**Run 1: met1 routing**

Scale: 8 px per µm. Supply wires on this layer in gray.
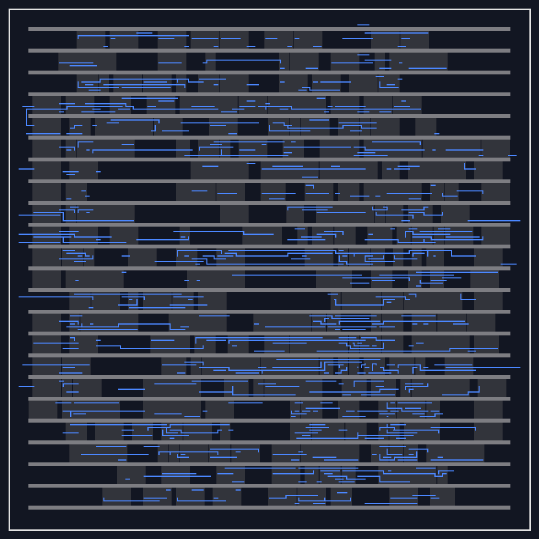
**Run 1: M2 wires**

Scale: 8 px per µm.
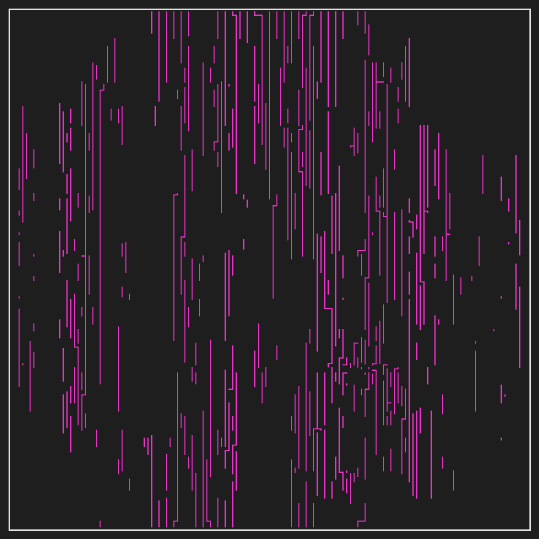
**Run 1: signal wires on met3**

Scale: 10 px per µm.
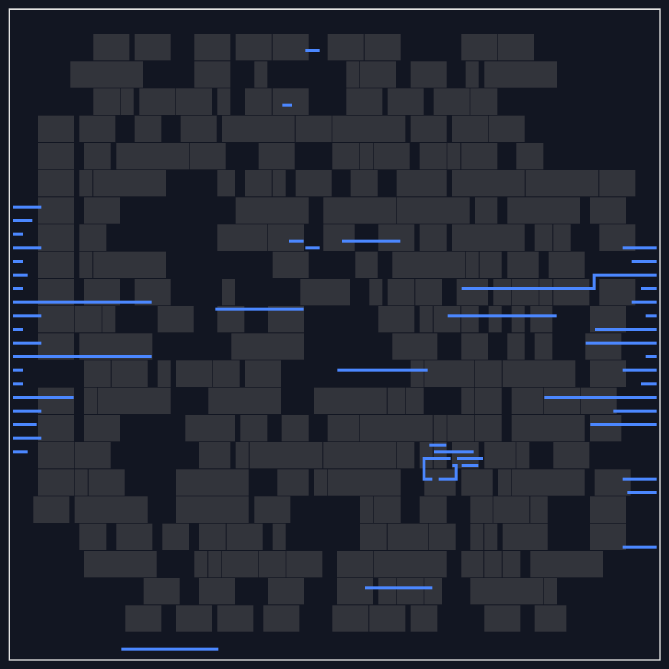
**Run 1: clock network drawn from the DEF**

Scale: 4 px per µm.
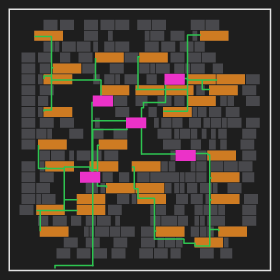
===== config.mk =====
export PLATFORM = sky130hd
export DESIGN_NAME = reg_write_arbiter
export DESIGN_NICKNAME = d
export VERILOG_FILES = /design/src/rtl/reg_write_arbiter.sv
export SDC_FILE = /design/constraint.sdc
export NUM_CORES = 1
export LEC_CHECK = 0
export CORE_MARGIN = 2
export CORE_UTILIZATION = 39
export CTS_CLUSTER_DIAMETER = 40
export DETAILED_ROUTE_END_ITERATION = 10
export GPL_ROUTABILITY_DRIVEN = 0
export HOLD_SLACK_MARGIN = 0.1
export PLACE_DENSITY = 0.9
export SYNTH_ARGS = -nofsm -noshare
export SYNTH_HDL_FRONTEND = slang
export SYNTH_SLANG_ARGS = --single-unit
export TNS_END_PERCENT = 5

===== constraint.sdc =====
create_clock -name clk -period 2.12 [get_ports clk]
set_clock_uncertainty 0.05 [all_clocks]
set_input_delay 0.424 -clock clk [delete_from_list [all_inputs] [get_ports clk]]
set_output_delay 0.424 -clock clk [all_outputs]
set_load 0.005 [all_outputs]

===== src/rtl/reg_write_arbiter.sv =====
// Write-port arbiter for the 4-entry register file: round-robin ALU/MEM grant, registered
// write stage, per-register pending scoreboard and a saturating contention counter.
module reg_write_arbiter #(
  parameter int unsigned DATA_WIDTH      = 16,
  parameter int unsigned STALL_CNT_WIDTH = 8
) (
  input  logic                       clk,
  input  logic                       reset,
  input  logic                       alu_req,
  input  logic [1:0]                 alu_dest,
  input  logic [DATA_WIDTH-1:0]      alu_data,
  output logic                       alu_grant,
  input  logic                       mem_req,
  input  logic [1:0]                 mem_dest,
  input  logic [DATA_WIDTH-1:0]      mem_data,
  output logic                       mem_grant,
  input  logic                       reserve_valid,
  input  logic [1:0]                 reserve_dest,
  output logic [3:0]                 busy,
  output logic                       write_enable,
  output logic [1:0]                 store_at,
  output logic [DATA_WIDTH-1:0]      write_data,
  output logic                       write_done,
  output logic [STALL_CNT_WIDTH-1:0] stall_count
);

  typedef enum logic {SrcAlu, SrcMem} src_e;

  localparam logic [STALL_CNT_WIDTH-1:0] StallOne = STALL_CNT_WIDTH'(1);
  localparam logic [STALL_CNT_WIDTH-1:0] StallMax = '1;

  src_e                       last_grant_q, last_grant_d;
  logic                       xfer;
  logic [1:0]                 xfer_dest;
  logic [DATA_WIDTH-1:0]      xfer_data;
  logic                       we_q;
  logic                       done_q;
  logic [1:0]                 store_at_q;
  logic [DATA_WIDTH-1:0]      data_q;
  logic [3:0]                 busy_q, busy_d;
  logic [STALL_CNT_WIDTH-1:0] stall_q, stall_d;

  // A tie goes to whichever requester did not win the previous transfer.
  always_comb begin
    alu_grant = 1'b0;
    mem_grant = 1'b0;
    if (!reset) begin
      if (alu_req && mem_req) begin
        alu_grant = (last_grant_q == SrcMem);
        mem_grant = (last_grant_q == SrcAlu);
      end else begin
        alu_grant = alu_req;
        mem_grant = mem_req;
      end
    end
  end

  always_comb begin
    xfer         = alu_grant | mem_grant;
    xfer_dest    = alu_grant ? alu_dest : mem_dest;
    xfer_data    = alu_grant ? alu_data : mem_data;
    last_grant_d = last_grant_q;
    if (alu_grant) begin
      last_grant_d = SrcAlu;
    end else if (mem_grant) begin
      last_grant_d = SrcMem;
    end
  end

  always_comb begin
    stall_d = stall_q;
    if (alu_req && mem_req && (stall_q != StallMax)) begin
      stall_d = stall_q + StallOne;
    end
  end

  // A new reservation outranks the write completing in the same cycle.
  always_comb begin
    busy_d = busy_q;
    for (int unsigned i = 0; i < 4; i++) begin
      if (reserve_valid && (reserve_dest == i[1:0])) begin
        busy_d[i] = 1'b1;
      end else if (write_enable && (store_at == i[1:0])) begin
        busy_d[i] = 1'b0;
      end
    end
  end

  always_ff @(posedge clk) begin
    if (reset) begin
      last_grant_q <= SrcMem;
      we_q         <= 1'b0;
      done_q       <= 1'b0;
      store_at_q   <= 2'b00;
      data_q       <= '0;
      busy_q       <= 4'b0000;
      stall_q      <= '0;
    end else begin
      last_grant_q <= last_grant_d;
      we_q         <= xfer;
      done_q       <= write_enable;
      busy_q       <= busy_d;
      stall_q      <= stall_d;
      if (xfer) begin
        store_at_q <= xfer_dest;
        data_q     <= xfer_data;
      end
    end
  end

  // Masking with reset drops a write captured just before reset rose.
  assign write_enable = we_q & ~reset;
  assign write_done   = done_q;
  assign store_at     = store_at_q;
  assign write_data   = data_q;
  assign busy         = busy_q;
  assign stall_count  = stall_q;

endmodule


==> flow_results.org, run 1 <==
#+TITLE: Synthesis and PnR summary

** Status
- Outcome :: complete, no violations

** Global routing
- The via count of the first global-routing pass was 1381.

** Worst setup path
- For flop-to-flop paths, the worst setup slack is 0.27 ns.
- For reference, the critical path is captured by mem_grant.
- Counting buffers and inverters, the worst setup path is 4 cells deep.
- Number of buffers and inverters on the critical path :: 3
- STA puts the critical path data required time at 1.65 ns.
- Looking at the reg2reg group, the worst path starts from stall_count[0].
- STA lists the maximum fanout along the critical path as 3.

** Power
- Leading power group :: registers
- Net Sw Power :: 322 µW

** Floorplan
- 77 I/O pins were placed.
- In this run the standard cell core region covers 0.00361 mm².

** Detailed routing
- Per-cell via count in the routed design :: 5.08
- According to the report, the first pass of detailed routing completed in 4 iterations.

** Worst hold path
- The worst hold path terminates at write_done.

** Synthesis
- Post-synthesis chip area from yosys :: 0.00145 mm²
- Synth cell count leaders :: dfxtp_1, nor2_1, a211oi_1
- Per the synth stats, the proportion of register bits with asynchronous set or reset is 0.

** Timing
- Looking at the max-slew report, the worst-margin pin has a slew of 0.627 ns.

** Place
- After detailed placement, the design holds a cell count of 283.
- Port bufs :: 76

** Finish
- Multi-input combinational cells in the finished layout were counted as 109.
- In the layout the commonest cells are clkdlybuf4s50_1, dfxtp_1, nor2_1.
- Layout cell share with drive strength beyond 1 :: 0.0996
- 0 antenna diodes ended up in the layout.

** Clock tree
- In this run, post-CTS hold repair placed 0 buffers.
Notes on 'met1 routing' above:
253 nets have wire on it. The longest straight run is 17.0 µm. The wires run mostly horizontal. The layer carries 1620 µm of wire.

Notes on 'M2 wires' above:
246 nets have wire on it. The longest straight run is 38.8 µm. The wires run mostly vertical. The layer carries 1820 µm of wire.
total number of vias: 1468
final wirelength: 3710 µm
M2 GR Usage: 0.329

Notes on 'signal wires on met3' above:
The longest straight run is 13.6 µm. 48 nets have wire on it. The wires run mostly horizontal. The layer holds 5.6% of the routed length.

Notes on 'clock network drawn from the DEF' above:
Orange marks flip-flops, count 33. Magenta marks clock-net drivers, count 5. Green marks clock wires, length 372 µm.
There are 6 routed clock nets. Position of the flops: widely spread.

==> run 2, diff against run 1 <==
HOLD_SLACK_MARGIN = 0.05   (was 0.1)
REMOVE_ABC_BUFFERS = 1   (was unset)
==> run 2 against run 1 <==
Against the previous run:
- die size did not move
- sequential share of layout area barely moved
- sequential cell count did not move
- global-route usage fell by 0.19 points
- register-to-register slack improved by 0.08 ns
- critical path depth did not move
- clock power rose by 7.3%
- utilization barely moved
- wire length rose by 0.62%
==> flow_results.org, run 2 <==
#+TITLE: Synthesis and PnR summary

** Synthesis
- Post-synthesis chip area from yosys :: 0.00145 mm² (unchanged)
- The share of flip-flops with an asynchronous set or reset after synthesis was 0 (unchanged).
- Synth cell count leaders :: dfxtp_1, nor2_1, a211oi_1

** Timing
- The transition time of the tightest slew-check pin is 0.504 ns (-0.122 ns).

** Power
- Of all power groups, the one with the highest power is registers.
- The net load switching power is 335 µW (+4.0%).

** Floorplan
- The vertical die dimension reported for this design is 64.9 µm.
- The area of the placeable core is 0.00361 mm² (unchanged).
- Number of ports placed on the die boundary :: 77 (unchanged)

** Place
- Worst slack after detailed placement :: -0.189 ns
- Number of placed cells counting well taps :: 282 (-0.35%)
- Port bufs :: 76 (unchanged)

** Finish
- The multi-input combinational gate total is 109 (unchanged).
- Most frequent logic cells in the routed design :: clkdlybuf4s50_1, dfxtp_1, nor2_1
- Diodes inserted :: 0 (unchanged)
- The layout report lists the multi-input gate area as 739 µm².

** Worst setup path
- The cell depth of the worst setup path is 4 (unchanged).
- Capturing element of the worst setup path :: write_enable
- The register-to-register path setup slack was 0.35 ns (+0.08 ns).
- The worst register-to-register path begins at stall_count[0].
- The count of buffer and inverter cells on the critical path is 3 (unchanged).

** Worst hold path
- The path with the worst hold slack has its endpoint at write_done.

** Detailed routing
- The number of vias after detailed routing was 1471 (+0.20%).
- Final wirelength :: 3730 µm (+0.62%)
- First drt pass iteration count :: 4 (unchanged)

** Status
- The run finished with clean final reports.
**Run 2: routing congestion**

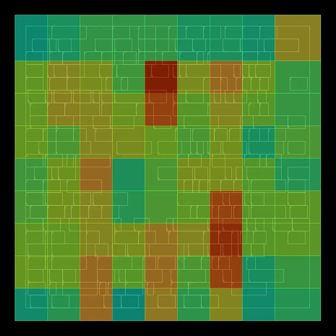
M2 GR Usage: 0.322
total routing usage reported by global routing: 0.189

**Run 2: M2 wires**

Scale: 8 px per µm.
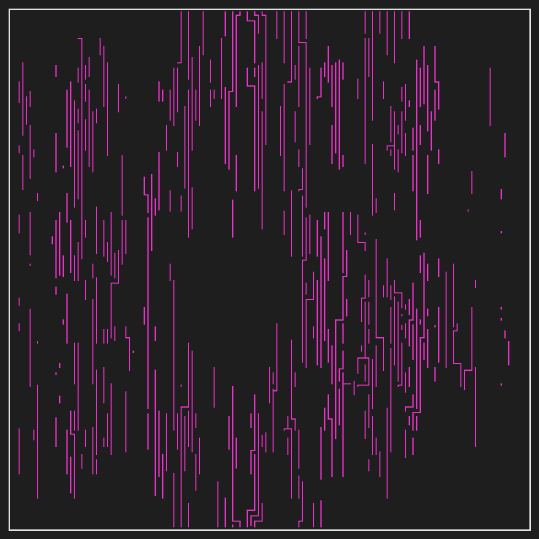
The wires run mostly vertical. The longest straight run is 27.5 µm. The layer carries 1860 µm of wire. The layer holds 50% of the routed length.

Power figures rest on the tool's default switching activity, not on a simulated workload.
